--- config.mk ---
export PLATFORM = sky130hd
export DESIGN_NAME = store_serializer_flat
export DESIGN_NICKNAME = d
export VERILOG_FILES = /design/src/rtl/store_pkg.sv /design/src/rtl/store_serializer_if.sv /design/src/rtl/store_align_chk.sv /design/src/rtl/store_serializer.sv /design/src/flat_wrapper.sv
export SDC_FILE = /design/constraint.sdc
export NUM_CORES = 1
export LEC_CHECK = 0
export ABC_CLOCK_PERIOD_IN_PS = 2650
export CAP_MARGIN = 15
export CORE_MARGIN = 5
export CORE_UTILIZATION = 46
export DETAILED_ROUTE_END_ITERATION = 8
export GPL_TIMING_DRIVEN = 0
export PLACE_DENSITY = 0.77
export SLEW_MARGIN = 5
export SYNTH_ARGS = -nofsm -noshare
export SYNTH_HDL_FRONTEND = slang
export SYNTH_SLANG_ARGS = --single-unit
--- constraint.sdc ---
create_clock -name clk -period 2.65 [get_ports clk]
set_input_delay 0.795 -clock clk [delete_from_list [all_inputs] [get_ports clk]]
set_output_delay 0.795 -clock clk [all_outputs]
set_load 0.1 [all_outputs]
--- src/rtl/store_pkg.sv ---
// rtl/store_pkg.sv - shared store sizes, FSM states and byte-count helper
package store_pkg;

    typedef enum logic [1:0] {
        SZ_BYTE = 2'b00,
        SZ_HALF = 2'b01,
        SZ_WORD = 2'b10,
        SZ_RSVD = 2'b11
    } store_size_e;

    typedef enum logic [1:0] {
        IDLE,
        WRITE,
        RESP,
        ERR
    } store_state_e;

    // Reserved size reports zero bytes; callers must treat it as an error.
    function automatic logic [2:0] bytes_of(store_size_e sz);
        case (sz)
            SZ_BYTE: bytes_of = 3'd1;
            SZ_HALF: bytes_of = 3'd2;
            SZ_WORD: bytes_of = 3'd4;
            default: bytes_of = 3'd0;
        endcase
    endfunction

endpackage

--- src/rtl/store_serializer_if.sv ---
// rtl/store_serializer_if.sv - store request and byte-wide memory port bundle
interface store_serializer_if
    import store_pkg::*;
#(
    parameter int ADDR_W = 32,
    parameter int DATA_W = 32
);
    logic              req_valid;
    logic              req_ready;
    store_size_e       req_size;
    logic [ADDR_W-1:0] req_addr;
    logic [DATA_W-1:0] req_data;
    logic              mem_we;
    logic [ADDR_W-1:0] mem_addr;
    logic [7:0]        mem_wdata;
    logic              mem_ready;
    logic              done;
    logic              err;

    modport master (
        output req_valid, req_size, req_addr, req_data, mem_ready,
        input  req_ready, mem_we, mem_addr, mem_wdata, done, err
    );

    modport slave (
        input  req_valid, req_size, req_addr, req_data, mem_ready,
        output req_ready, mem_we, mem_addr, mem_wdata, done, err
    );
endinterface

--- src/rtl/store_align_chk.sv ---
// rtl/store_align_chk.sv - alignment/size legality and byte count for a store
module store_align_chk
    import store_pkg::*;
(
    input  store_size_e size,
    input  logic [1:0]  addr,
    output logic        ok,
    output logic [2:0]  nbytes
);
    always_comb begin
        nbytes = bytes_of(size);
        case (size)
            SZ_BYTE: ok = 1'b1;
            SZ_HALF: ok = ~addr[0];
            SZ_WORD: ok = (addr == 2'b00);
            default: ok = 1'b0;
        endcase
    end
endmodule

--- src/rtl/store_serializer.sv ---
// rtl/store_serializer.sv - narrows sb/sh/sw stores into little-endian byte writes
module store_serializer
    import store_pkg::*;
#(
    parameter int ADDR_W = 32,
    parameter int DATA_W = 32
)(
    input  logic               clk,
    input  logic               rst,
    store_serializer_if.slave  bus
);
    store_state_e      state;
    logic [1:0]        k;
    logic [1:0]        last;
    logic [ADDR_W-1:0] addr_q;
    logic [DATA_W-1:0] data_q;
    logic              mem_we_q;
    logic [ADDR_W-1:0] mem_addr_q;
    logic [7:0]        mem_wdata_q;
    logic              done_q;
    logic              err_q;

    logic       ok;
    logic [2:0] nbytes;
    logic [1:0] kn;

    store_align_chk u_chk (
        .size   (bus.req_size),
        .addr   (bus.req_addr[1:0]),
        .ok     (ok),
        .nbytes (nbytes)
    );

    assign kn = k + 2'd1;

    // The next byte's address and data are registered one beat ahead so the
    // memory port is driven purely from flops.
    always_ff @(posedge clk) begin
        if (rst) begin
            state       <= IDLE;
            k           <= 2'd0;
            last        <= 2'd0;
            addr_q      <= '0;
            data_q      <= '0;
            mem_we_q    <= 1'b0;
            mem_addr_q  <= '0;
            mem_wdata_q <= 8'h00;
            done_q      <= 1'b0;
            err_q       <= 1'b0;
        end else begin
            case (state)
                IDLE: begin
                    if (bus.req_valid) begin
                        if (ok) begin
                            state       <= WRITE;
                            k           <= 2'd0;
                            last        <= 2'(nbytes - 3'd1);
                            addr_q      <= bus.req_addr;
                            data_q      <= bus.req_data;
                            mem_we_q    <= 1'b1;
                            mem_addr_q  <= bus.req_addr;
                            mem_wdata_q <= bus.req_data[7:0];
                        end else begin
                            state <= ERR;
                            err_q <= 1'b1;
                        end
                    end
                end
                WRITE: begin
                    if (bus.mem_ready) begin
                        if (k == last) begin
                            state    <= RESP;
                            mem_we_q <= 1'b0;
                            done_q   <= 1'b1;
                        end else begin
                            k           <= kn;
                            mem_addr_q  <= addr_q + ADDR_W'(kn);
                            mem_wdata_q <= data_q[{kn, 3'b000} +: 8];
                        end
                    end
                end
                RESP: begin
                    done_q <= 1'b0;
                    state  <= IDLE;
                end
                ERR: begin
                    err_q <= 1'b0;
                    state <= IDLE;
                end
                default: state <= IDLE;
            endcase
        end
    end

    assign bus.req_ready = (state == IDLE);
    assign bus.mem_we    = mem_we_q;
    assign bus.mem_addr  = mem_addr_q;
    assign bus.mem_wdata = mem_wdata_q;
    assign bus.done      = done_q;
    assign bus.err       = err_q;
endmodule

--- src/flat_wrapper.sv ---
// flat-port wrapper written by rule: the top's interface ports become plain ports
module store_serializer_flat import store_pkg::*;
#(
    parameter int ADDR_W = 32,
    parameter int DATA_W = 32
)
  (clk, rst, bus_req_valid, bus_req_size, bus_req_addr, bus_req_data, bus_mem_ready, bus_req_ready, bus_mem_we, bus_mem_addr, bus_mem_wdata, bus_done, bus_err);
  store_serializer_if #(.ADDR_W(ADDR_W), .DATA_W(DATA_W)) bus_i ();
  input  logic clk;
  input  logic rst;
  input wire logic [$bits(bus_i.req_valid)-1:0] bus_req_valid;
  input wire logic [$bits(bus_i.req_size)-1:0] bus_req_size;
  input wire logic [$bits(bus_i.req_addr)-1:0] bus_req_addr;
  input wire logic [$bits(bus_i.req_data)-1:0] bus_req_data;
  input wire logic [$bits(bus_i.mem_ready)-1:0] bus_mem_ready;
  output wire logic [$bits(bus_i.req_ready)-1:0] bus_req_ready;
  output wire logic [$bits(bus_i.mem_we)-1:0] bus_mem_we;
  output wire logic [$bits(bus_i.mem_addr)-1:0] bus_mem_addr;
  output wire logic [$bits(bus_i.mem_wdata)-1:0] bus_mem_wdata;
  output wire logic [$bits(bus_i.done)-1:0] bus_done;
  output wire logic [$bits(bus_i.err)-1:0] bus_err;
  assign bus_i.req_valid = bus_req_valid;
  assign bus_i.req_size = bus_req_size;
  assign bus_i.req_addr = bus_req_addr;
  assign bus_i.req_data = bus_req_data;
  assign bus_i.mem_ready = bus_mem_ready;
  assign bus_req_ready = bus_i.req_ready;
  assign bus_mem_we = bus_i.mem_we;
  assign bus_mem_addr = bus_i.mem_addr;
  assign bus_mem_wdata = bus_i.mem_wdata;
  assign bus_done = bus_i.done;
  assign bus_err = bus_i.err;
  store_serializer #(.ADDR_W(ADDR_W), .DATA_W(DATA_W)) u_core (.clk(clk), .rst(rst), .bus(bus_i));
endmodule
### Logic cells by family

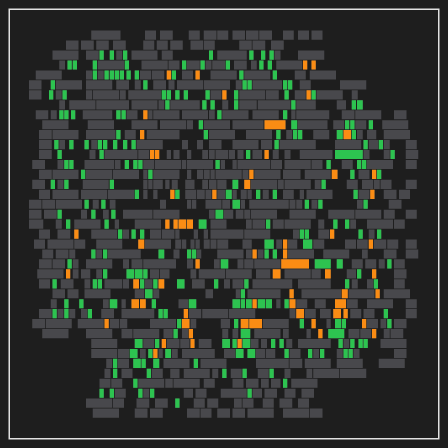
| family | colour | cells | most used |
|---|---|---|---|
| nand cells | green | 227 | nand2_1 |
| nor cells | orange | 64 | nor2_1 |

### Routing congestion

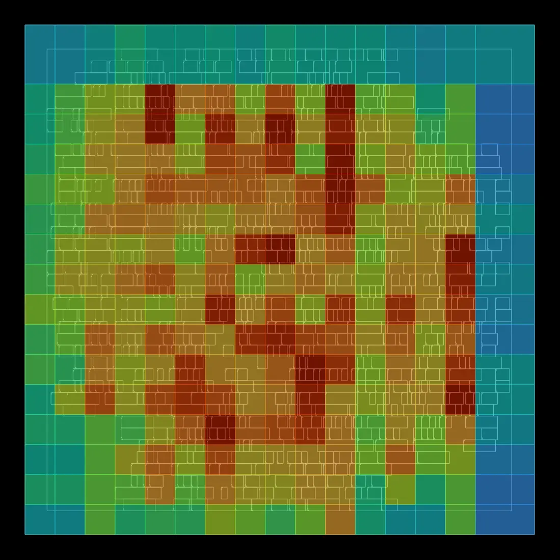
M2 GR Usage: 43.2%
GR peak layer: met2
Global Route met3 Usage: 6.68%
WL per Instance: 18.6 um

==> results.toml <==
# yosys + openroad results
[placement]
gp_congestion = 0.995
place_hpwl_um = 12600

[sta]
holdWs_ns = 0.449
clock.fmax_mhz = 386

[route]
wirelength_um = 17800
wl_met2_um = 8410
via_count = 5483
detail-route-antenna-nets = 0

[finish]
fin_cells = 959
fin_nets = 878
antenna-diode-count = 0

[pwr]
peakVddDrop_uv = 454
p_int_w = 0.00364
pwr-share-seq_pct = 35.6

[cts]
cts_tree = "yes"

[status]
outcome = "complete, no violations"

[floorplanning]
die_x_um = 117
coreArea_sq_um = 11300
io_pins = 114

[yosys]
synth.yosys.warnings = 0

[global_routing]
grt_max_degree = 17
gr-total-overflow = 0

[worst_hold_path]
hold_path_depth = 2
### Sequential cells grouped by signal name

The bar under the picture is 20 um long.
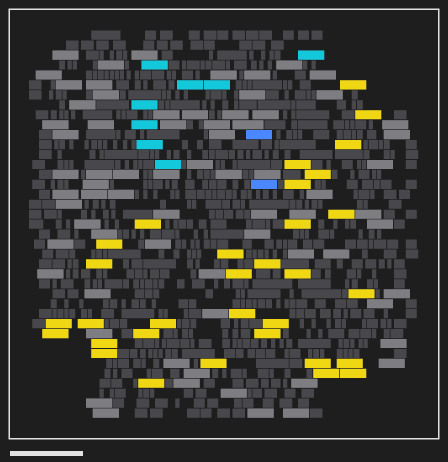
| signal | colour | flops |
|---|---|---|
| u_core.addr_q | yellow | 32 |
| u_core.last | blue | 2 |
| u_core.bus.mem_wdata | cyan | 8 |

### Cell classes on the final placement

The bar under the picture is 20 um long.
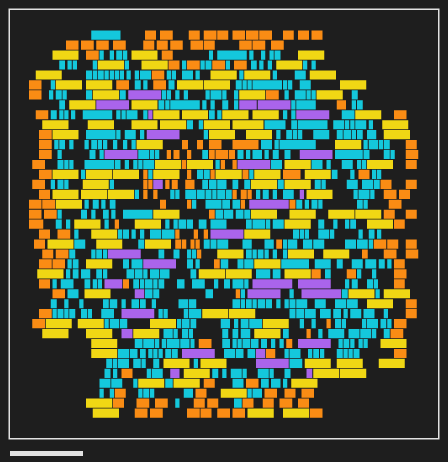
| class | colour | cells |
|---|---|---|
| combinational and other logic | cyan | 509 |
| sequential cells | yellow | 113 |
| remaining buffers and delay cells | orange | 164 |
| clock drivers and dummy loads | purple | 30 |
sequential cell area share: 31.2%
fin area: 7260 sq um

[cell type report]
type                    instances  share of cell area, %
multi-input cells             504                   39.6
flip-flops and latches        113                   31.2
repair buffers                115                   15.0
clock buffers                  21                   6.34
plain buffers                  49                   3.29
well taps                     143                   2.46
clock inverters                 9                   1.84
inverters                       5                  0.258
[cells by family after synthesis]
kind of cell             share of synthesized area, %
AND/OR/NAND/NOR                                  25.5
XOR/XNOR                                         4.15
AND-OR/OR-AND                                    18.7
adder cells (fa/ha/maj)                         0.854
flip-flops                                       42.9
buffers and inverters                            4.06
multiplexers                                     3.80
[stage by stage]
step,cell area [sq um],util [%],total power [W]
after floorplan,5290,-,0.00269
after global placement,6590,58.2,0.00306
after detailed placement,6590,58.2,0.00307
after CTS,7210,63.7,0.00531
after global routing,7260,64.1,0.00550
final,7260,64.1,0.00533
[cells in the mapped netlist, types with 3 or more instances]
cell,n,area (sq um)
mux4_2,8,180
and2_1,3,18.8
inv_1,5,18.8
nand4_1,16,100
nand4_2,3,37.5
nor3_1,11,55.1
nand3b_1,3,22.5
a211oi_1,6,45.0
o221ai_1,3,26.3
a31oi_1,3,18.8
xnor2_1,15,131
a211o_1,10,87.6
a221o_1,3,30.0
clkbuf_1,42,158
buf_2,6,30.0
and3_1,3,18.8
dfxtp_1,113,2260
xor2_1,10,87.6
nand2_1,190,713
nand2b_1,3,18.8
a311oi_1,10,87.6
o31ai_1,4,30.0
nand3_1,12,60.1
or4_1,3,22.5
a22oi_1,3,22.5
o21ai_0,10,50.1
nor2_1,42,158
nor4_1,6,37.5
a21oi_1,96,480
[critical path: stages, from the launching register on]
cell and delay (ns):
dfxtp_1 0.31, clkbuf_1 0.22, nor2_1 0.26, clkdlybuf4s15_2 0.59
[layout by cell type (no fill, tap or decap), drive strengths merged, types with 3 or more instances in the layout]
cell / n
a211oi: 6
o221ai: 3
and3: 3
nand3b: 3
a211o: 10
a22oi: 3
nor3: 12
dlygate4sd2: 43
clkinvlp: 4
nor4: 7
bufinv: 3
nand2: 190
a311oi: 10
inv: 5
a31oi: 3
or4: 3
mux4: 8
and2: 3
buf: 11
a221o: 3
nand3: 12
o21ai: 10
xor2: 10
nor2: 42
xnor2: 15
clkdlybuf4s50: 68
and4: 3
o31ai: 4
dfxtp: 113
nand4: 19
nand2b: 3
a21oi: 96
clkbuf: 62
[worst paths after layout]
kind	from	to	slack [ns]
max reg2reg	u_core.k[0]$_SDFFE_PP0P_	u_core.bus.mem_addr[28]$_SDFFE_PP0P_	0.08
min reg2reg	u_core.bus.mem_addr[5]$_SDFFE_PP0P_	u_core.bus.mem_addr[5]$_SDFFE_PP0P_	0.45
max	u_core.state[1]$_SDFFE_PP0P_	bus_req_ready	0.06
min	u_core.bus.mem_addr[5]$_SDFFE_PP0P_	u_core.bus.mem_addr[5]$_SDFFE_PP0P_	0.45
[flip-flops by register name, indices dropped and copies added, names as in the netlist]
register              flops
u_core.bus.err            1
u_core.bus.mem_addr      32
u_core.data_q            32
u_core.state              2
u_core.bus.mem_wdata      8
u_core.k                  2
u_core.addr_q            32
u_core.bus.done           1
u_core.last               2
u_core.bus.mem_we         1
No activity file was given, so power comes from the tool's default toggle rates.
